--- config.mk ---
export PLATFORM = sky130hd
export DESIGN_NAME = seq_divider_ctrl
export DESIGN_NICKNAME = d
export VERILOG_FILES = /design/src/rtl/seq_divider_ctrl_pkg.sv /design/src/rtl/seq_divider_ctrl_addsub.sv /design/src/rtl/seq_divider_ctrl.sv
export SDC_FILE = /design/constraint.sdc
export NUM_CORES = 1
export LEC_CHECK = 0
export CAP_MARGIN = 20
export CORE_AREA = 2 2 146 148
export DETAILED_ROUTE_END_ITERATION = 7
export DIE_AREA = 0 0 148 150
export MAX_ROUTING_LAYER = met4
export PLACE_DENSITY = 0.75
export SLEW_MARGIN = 20
export SYNTH_ARGS = -nofsm -noshare
export SYNTH_HDL_FRONTEND = slang
export SYNTH_SLANG_ARGS = --single-unit
--- constraint.sdc ---
create_clock -name clk -period 4.05 [get_ports clk]
set_input_delay 0.81 -clock clk [delete_from_list [all_inputs] [get_ports clk]]
set_output_delay 0.81 -clock clk [all_outputs]
set_load 0.01 [all_outputs]
--- src/rtl/seq_divider_ctrl_pkg.sv ---
// Shared definitions for the sequential RV32M divider: op codes, FSM states,
// iteration count and the signed-overflow operand.
package seq_divider_ctrl_pkg;

  localparam logic [1:0] OP_DIV  = 2'b00;
  localparam logic [1:0] OP_DIVU = 2'b01;
  localparam logic [1:0] OP_REM  = 2'b10;
  localparam logic [1:0] OP_REMU = 2'b11;

  localparam int unsigned DIV_ITERS = 32;
  localparam logic [4:0]  LAST_ITER = 5'(DIV_ITERS - 1);
  localparam logic [31:0] INT_MIN   = 32'h8000_0000;

  typedef enum logic [2:0] {
    IDLE,
    ABS_A,
    ABS_B,
    ITER,
    FIX,
    DONE
  } div_state_e;

  // funct3[0] clear selects the signed variants (DIV, REM).
  function automatic logic is_signed_op(input logic [1:0] op);
    return ~op[0];
  endfunction

  // funct3[1] set selects the remainder variants (REM, REMU).
  function automatic logic is_rem_op(input logic [1:0] op);
    return op[1];
  endfunction

endpackage

--- src/rtl/seq_divider_ctrl_addsub.sv ---
// 32-bit adder/subtractor shared by every datapath step of the divider.
// op=1 subtracts (B inverted, carry-in 1); cout=1 then means no borrow.
module AdderSubtractor_32bit (
  input  logic        op,
  input  logic [31:0] reg1,
  input  logic [31:0] reg2,
  output logic [31:0] result,
  output logic        cout
);

  assign {cout, result} = {1'b0, reg1} + {1'b0, reg2 ^ {32{op}}} + {32'b0, op};

endmodule

--- src/rtl/seq_divider_ctrl.sv ---
// Multi-cycle DIV/DIVU/REM/REMU unit: magnitude conversion, 32 restoring
// iterations and a sign fix-up, all through one shared adder/subtractor.
module seq_divider_ctrl
  import seq_divider_ctrl_pkg::*;
#(
  parameter int unsigned XLEN = 32
) (
  input  logic            clk,
  input  logic            reset_n,
  input  logic            start,
  input  logic [1:0]      op,
  input  logic [XLEN-1:0] dividend,
  input  logic [XLEN-1:0] divisor,
  output logic            busy,
  output logic            done,
  output logic [XLEN-1:0] result
);

  div_state_e      state, state_nxt;
  logic [1:0]      op_q;
  logic            neg_a, neg_b;
  logic [XLEN-1:0] q, rem, b_mag;
  logic [4:0]      cnt;

  logic            add_op, add_cout;
  logic [XLEN-1:0] add_a, add_b, add_sum;

  logic            accept, div_zero, ovf, iter_ok, fix_neg;
  logic [XLEN-1:0] shifted, fix_val, special_res;

  AdderSubtractor_32bit u_addsub (
    .op     (add_op),
    .reg1   (add_a),
    .reg2   (add_b),
    .result (add_sum),
    .cout   (add_cout)
  );

  assign accept   = start && (state == IDLE);
  assign div_zero = (divisor == '0);
  assign ovf      = is_signed_op(op) && (dividend == INT_MIN) && (divisor == '1);

  // q doubles as the dividend shift register; its MSB feeds the remainder.
  // A set remainder MSB before the shift means a 33-bit partial remainder,
  // which always exceeds the divisor even when the 32-bit subtract borrows.
  assign shifted = {rem[XLEN-2:0], q[XLEN-1]};
  assign iter_ok = add_cout | rem[XLEN-1];

  assign fix_val = is_rem_op(op_q) ? rem : q;
  assign fix_neg = is_rem_op(op_q) ? neg_a : (neg_a ^ neg_b);

  always_comb begin
    special_res = '0;
    if (div_zero)
      special_res = is_rem_op(op) ? dividend : '1;
    else
      special_res = is_rem_op(op) ? '0 : INT_MIN;
  end

  always_comb begin
    state_nxt = state;
    add_op    = 1'b0;
    add_a     = '0;
    add_b     = '0;
    unique case (state)
      IDLE: begin
        if (accept)
          state_nxt = (div_zero || ovf) ? DONE : ABS_A;
      end
      ABS_A: begin
        add_op    = 1'b1;
        add_b     = q;
        state_nxt = ABS_B;
      end
      ABS_B: begin
        add_op    = 1'b1;
        add_b     = b_mag;
        state_nxt = ITER;
      end
      ITER: begin
        add_op = 1'b1;
        add_a  = shifted;
        add_b  = b_mag;
        if (cnt == LAST_ITER)
          state_nxt = FIX;
      end
      FIX: begin
        add_op    = 1'b1;
        add_b     = fix_val;
        state_nxt = DONE;
      end
      DONE:    state_nxt = IDLE;
      default: state_nxt = IDLE;
    endcase
  end

  always_ff @(posedge clk or negedge reset_n) begin
    if (!reset_n)
      state <= IDLE;
    else
      state <= state_nxt;
  end

  always_ff @(posedge clk or negedge reset_n) begin
    if (!reset_n) begin
      op_q   <= '0;
      neg_a  <= 1'b0;
      neg_b  <= 1'b0;
      q      <= '0;
      rem    <= '0;
      b_mag  <= '0;
      cnt    <= '0;
      result <= '0;
    end else begin
      unique case (state)
        IDLE: begin
          if (accept) begin
            op_q  <= op;
            q     <= dividend;
            b_mag <= divisor;
            rem   <= '0;
            cnt   <= '0;
            neg_a <= is_signed_op(op) & dividend[XLEN-1];
            neg_b <= is_signed_op(op) & divisor[XLEN-1];
            if (div_zero || ovf)
              result <= special_res;
          end
        end
        ABS_A: if (neg_a) q <= add_sum;
        ABS_B: if (neg_b) b_mag <= add_sum;
        ITER: begin
          rem <= iter_ok ? add_sum : shifted;
          q   <= {q[XLEN-2:0], iter_ok};
          cnt <= cnt + 5'd1;
        end
        FIX:     result <= fix_neg ? add_sum : fix_val;
        default: ;
      endcase
    end
  end

  assign busy = (state != IDLE);
  assign done = (state == DONE);

endmodule

**Metal 1**

Bar = 50 um.
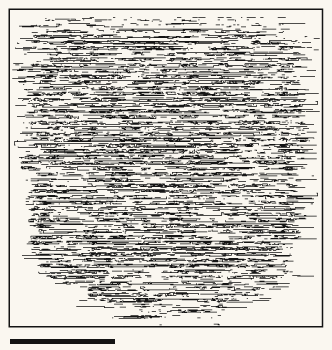
wire length on this layer = 15,800 um
nets with wire on the layer = 1,465
main direction = horizontal

**Met2 routing**

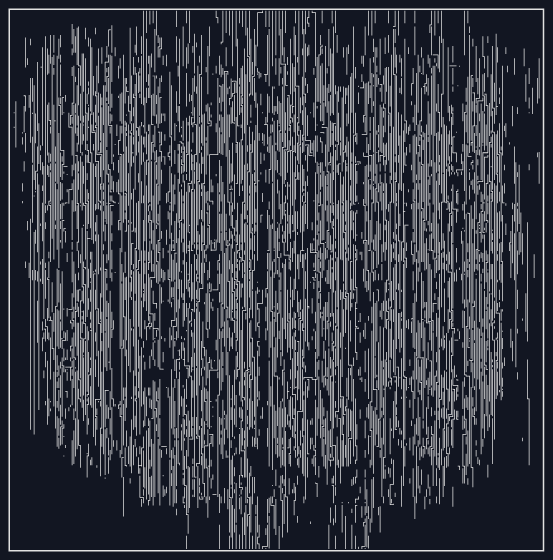
main direction = vertical
longest straight run = 62.6 um
wire length on this layer = 20,000 um
nets with wire on the layer = 1,369

**Met3 routing**

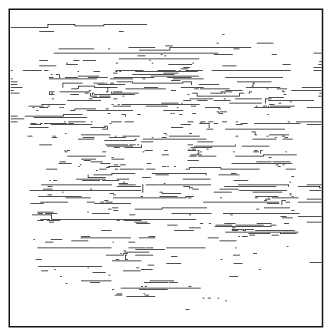
longest straight run = 77.7 um
wire length on this layer = 3,650 um

**Signal wires on met4**

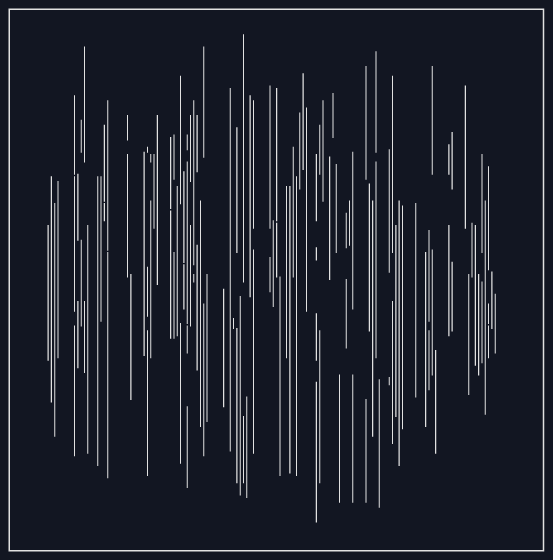
main direction = vertical
nets with wire on the layer = 113
share of all routed wire = 10%

==> report_table.html <==
<h3>Run summary</h3>
<table>
<tr><th>Metric</th><th>Value</th></tr>
<tr><th colspan="2">Routing</th></tr>
<tr><td>Uppermost layer routed</td><td>met4</td></tr>
<tr><td>Detailed Route Iter0 Violations</td><td>1,373</td></tr>
<tr><td>Routed met2 length</td><td>19.98 mm</td></tr>
<tr><td>Routed met3 length</td><td>3.654 mm</td></tr>
<tr><td>Number of vias in the routed layout</td><td>11.90k</td></tr>
<tr><th colspan="2">Finish</th></tr>
<tr><td>Clock-cell share of area</td><td>4.704%</td></tr>
<tr><td>Synth-to-layout area growth</td><td>23.55%</td></tr>
<tr><td>Non-clk buf share</td><td>13.57%</td></tr>
<tr><td>Multi-input combinational gate total</td><td>1,075</td></tr>
<tr><td>Leading cell kind</td><td>logic gates</td></tr>
<tr><td>Share of final-layout standard cells stronger than drive strength 1</td><td>13.50%</td></tr>
<tr><td>Most frequent logic cell in the layout</td><td>nand2_1</td></tr>
<tr><td>Number of signal-net buffers in the layout</td><td>196</td></tr>
<tr><td>Comb/total area</td><td>51.83%</td></tr>
<tr><td>Non-clock inverter total of the final layout</td><td>40</td></tr>
<tr><td>Filler instances</td><td>1,833</td></tr>
<tr><td>Final design instance area without fill</td><td>0.01330 sq mm</td></tr>
<tr><th colspan="2">Logic synthesis</th></tr>
<tr><td>Post-synthesis cell count from yosys</td><td>1,353</td></tr>
<tr><td>Register bit total from synthesis</td><td>139</td></tr>
<tr><td>Dominant cell type by area after synthesis</td><td>dfrtp_1</td></tr>
<tr><td>Top cells by count</td><td>nand2_1, a21oi_1, dfrtp_1</td></tr>
<tr><td>Adder share</td><td>4.022%</td></tr>
<tr><td>Mux contribution to synthesized area</td><td>8.218%</td></tr>
<tr><td>Simple-Gate Area Share</td><td>21.43%</td></tr>
<tr><td>Area share of xor/xnor cells in the synthesized design</td><td>1.709%</td></tr>
<tr><td>Gate count of the mapped netlist</td><td>1,353</td></tr>
<tr><td>Top-count cell post-synth</td><td>nand2_1</td></tr>
<tr><td>Top logic family</td><td>AND-OR/OR-AND gates</td></tr>
<tr><td>Syn_nets</td><td>1,456</td></tr>
<tr><td>Part of the Yosys area used for sequential elements</td><td>32.31%</td></tr>
<tr><td>Top FF cell, synth</td><td>dfrtp_1</td></tr>
<tr><td>Avg Cell Area, Syn</td><td>7.956 sq um</td></tr>
<tr><th colspan="2">CTS</th></tr>
<tr><td>Number of resized instances in the post-cts repair step</td><td>4</td></tr>
<tr><td>Count of clock tree sinks</td><td>139</td></tr>
<tr><td>Buffers inserted by post-CTS timing repair</td><td>0</td></tr>
<tr><td>CTS tree</td><td>done</td></tr>
<tr><td>CTS Root Cell</td><td>clkbuf_16</td></tr>
<tr><td>Maximum clock insertion buffer count</td><td>2</td></tr>
<tr><td>Latency at later pin</td><td>440 ps</td></tr>
<tr><td>Clock transition at the registers of the reported paths</td><td>70 ps</td></tr>
<tr><th colspan="2">Worst setup path</th></tr>
<tr><td>Element type at the critical path end</td><td>flop</td></tr>
<tr><td>Critical path buffer and inverter count</td><td>2</td></tr>
<tr><td>Worst Reg-to-Reg Cells</td><td>15</td></tr>
<tr><td>Highest cell delay on the worst timing path</td><td>410 ps</td></tr>
<tr><td>Crit. path cell count</td><td>15</td></tr>
<tr><td>Arrival time at the worst endpoint</td><td>4300 ps</td></tr>
<tr><td>Worst setup path startpoint</td><td>state[2]</td></tr>
<tr><td>Nature of the critical path startpoint</td><td>flop</td></tr>
<tr><td>Setup slack, reg-to-reg</td><td>60 ps</td></tr>
<tr><td>Worst path cell trace</td><td>buf_6 &gt; nand2b_4 &gt; buf_4 &gt; nor2_1 &gt; a21oi_1 &gt; o22ai_1 &gt; ha_1 &gt; a21o_1 &gt; a31oi_1 &gt; o21ai_0 &gt; o21a_2 &gt; o211ai_1 &gt; and4_1 &gt; o31ai_1 &gt; a221o_1</td></tr>
<tr><th colspan="2">Global routing</th></tr>
<tr><td>Overflow after GRT</td><td>0</td></tr>
<tr><td>Global-route wire length before repair</td><td>65.91 mm</td></tr>
<tr><td>Global router's overall resource usage</td><td>40.34%</td></tr>
<tr><td>Fraction of met1 tracks used by global routing</td><td>46.36%</td></tr>
<tr><td>Global route hottest layer</td><td>met2</td></tr>
<tr><td>Pin count of the biggest net entering global routing</td><td>100</td></tr>
<tr><td>Global-route track usage on met2</td><td>62.80%</td></tr>
<tr><th colspan="2">STA</th></tr>
<tr><td>Least setup slack across all paths after layout</td><td>63.64 ps</td></tr>
<tr><td>Slew at the pin with the worst max-slew slack</td><td>1018 ps</td></tr>
<tr><td>Final Hold Fails</td><td>0</td></tr>
<tr><td>Final Cycle Share</td><td>98.43%</td></tr>
<tr><td>Worst Hold Slack</td><td>483.9 ps</td></tr>
<tr><td>Setup-failing EPs final</td><td>0</td></tr>
<tr><th colspan="2">Min path</th></tr>
<tr><td>Type of the most critical hold path</td><td>input pin to asynchronous set/reset pin</td></tr>
<tr><th colspan="2">Placement</th></tr>
<tr><td>GP Congestion</td><td>1.006</td></tr>
<tr><td>Number of placed instances, taps included</td><td>1,721</td></tr>
<tr><th colspan="2">Floorplan</th></tr>
<tr><td>Well tap count</td><td>275</td></tr>
<tr><td>Number of I/O pins</td><td>103</td></tr>
<tr><th colspan="2">Outcome</th></tr>
<tr><td>Outcome</td><td>finished clean</td></tr>
<tr><th colspan="2">Flow run</th></tr>
<tr><td>Max Cap Violations</td><td>0</td></tr>
</table>
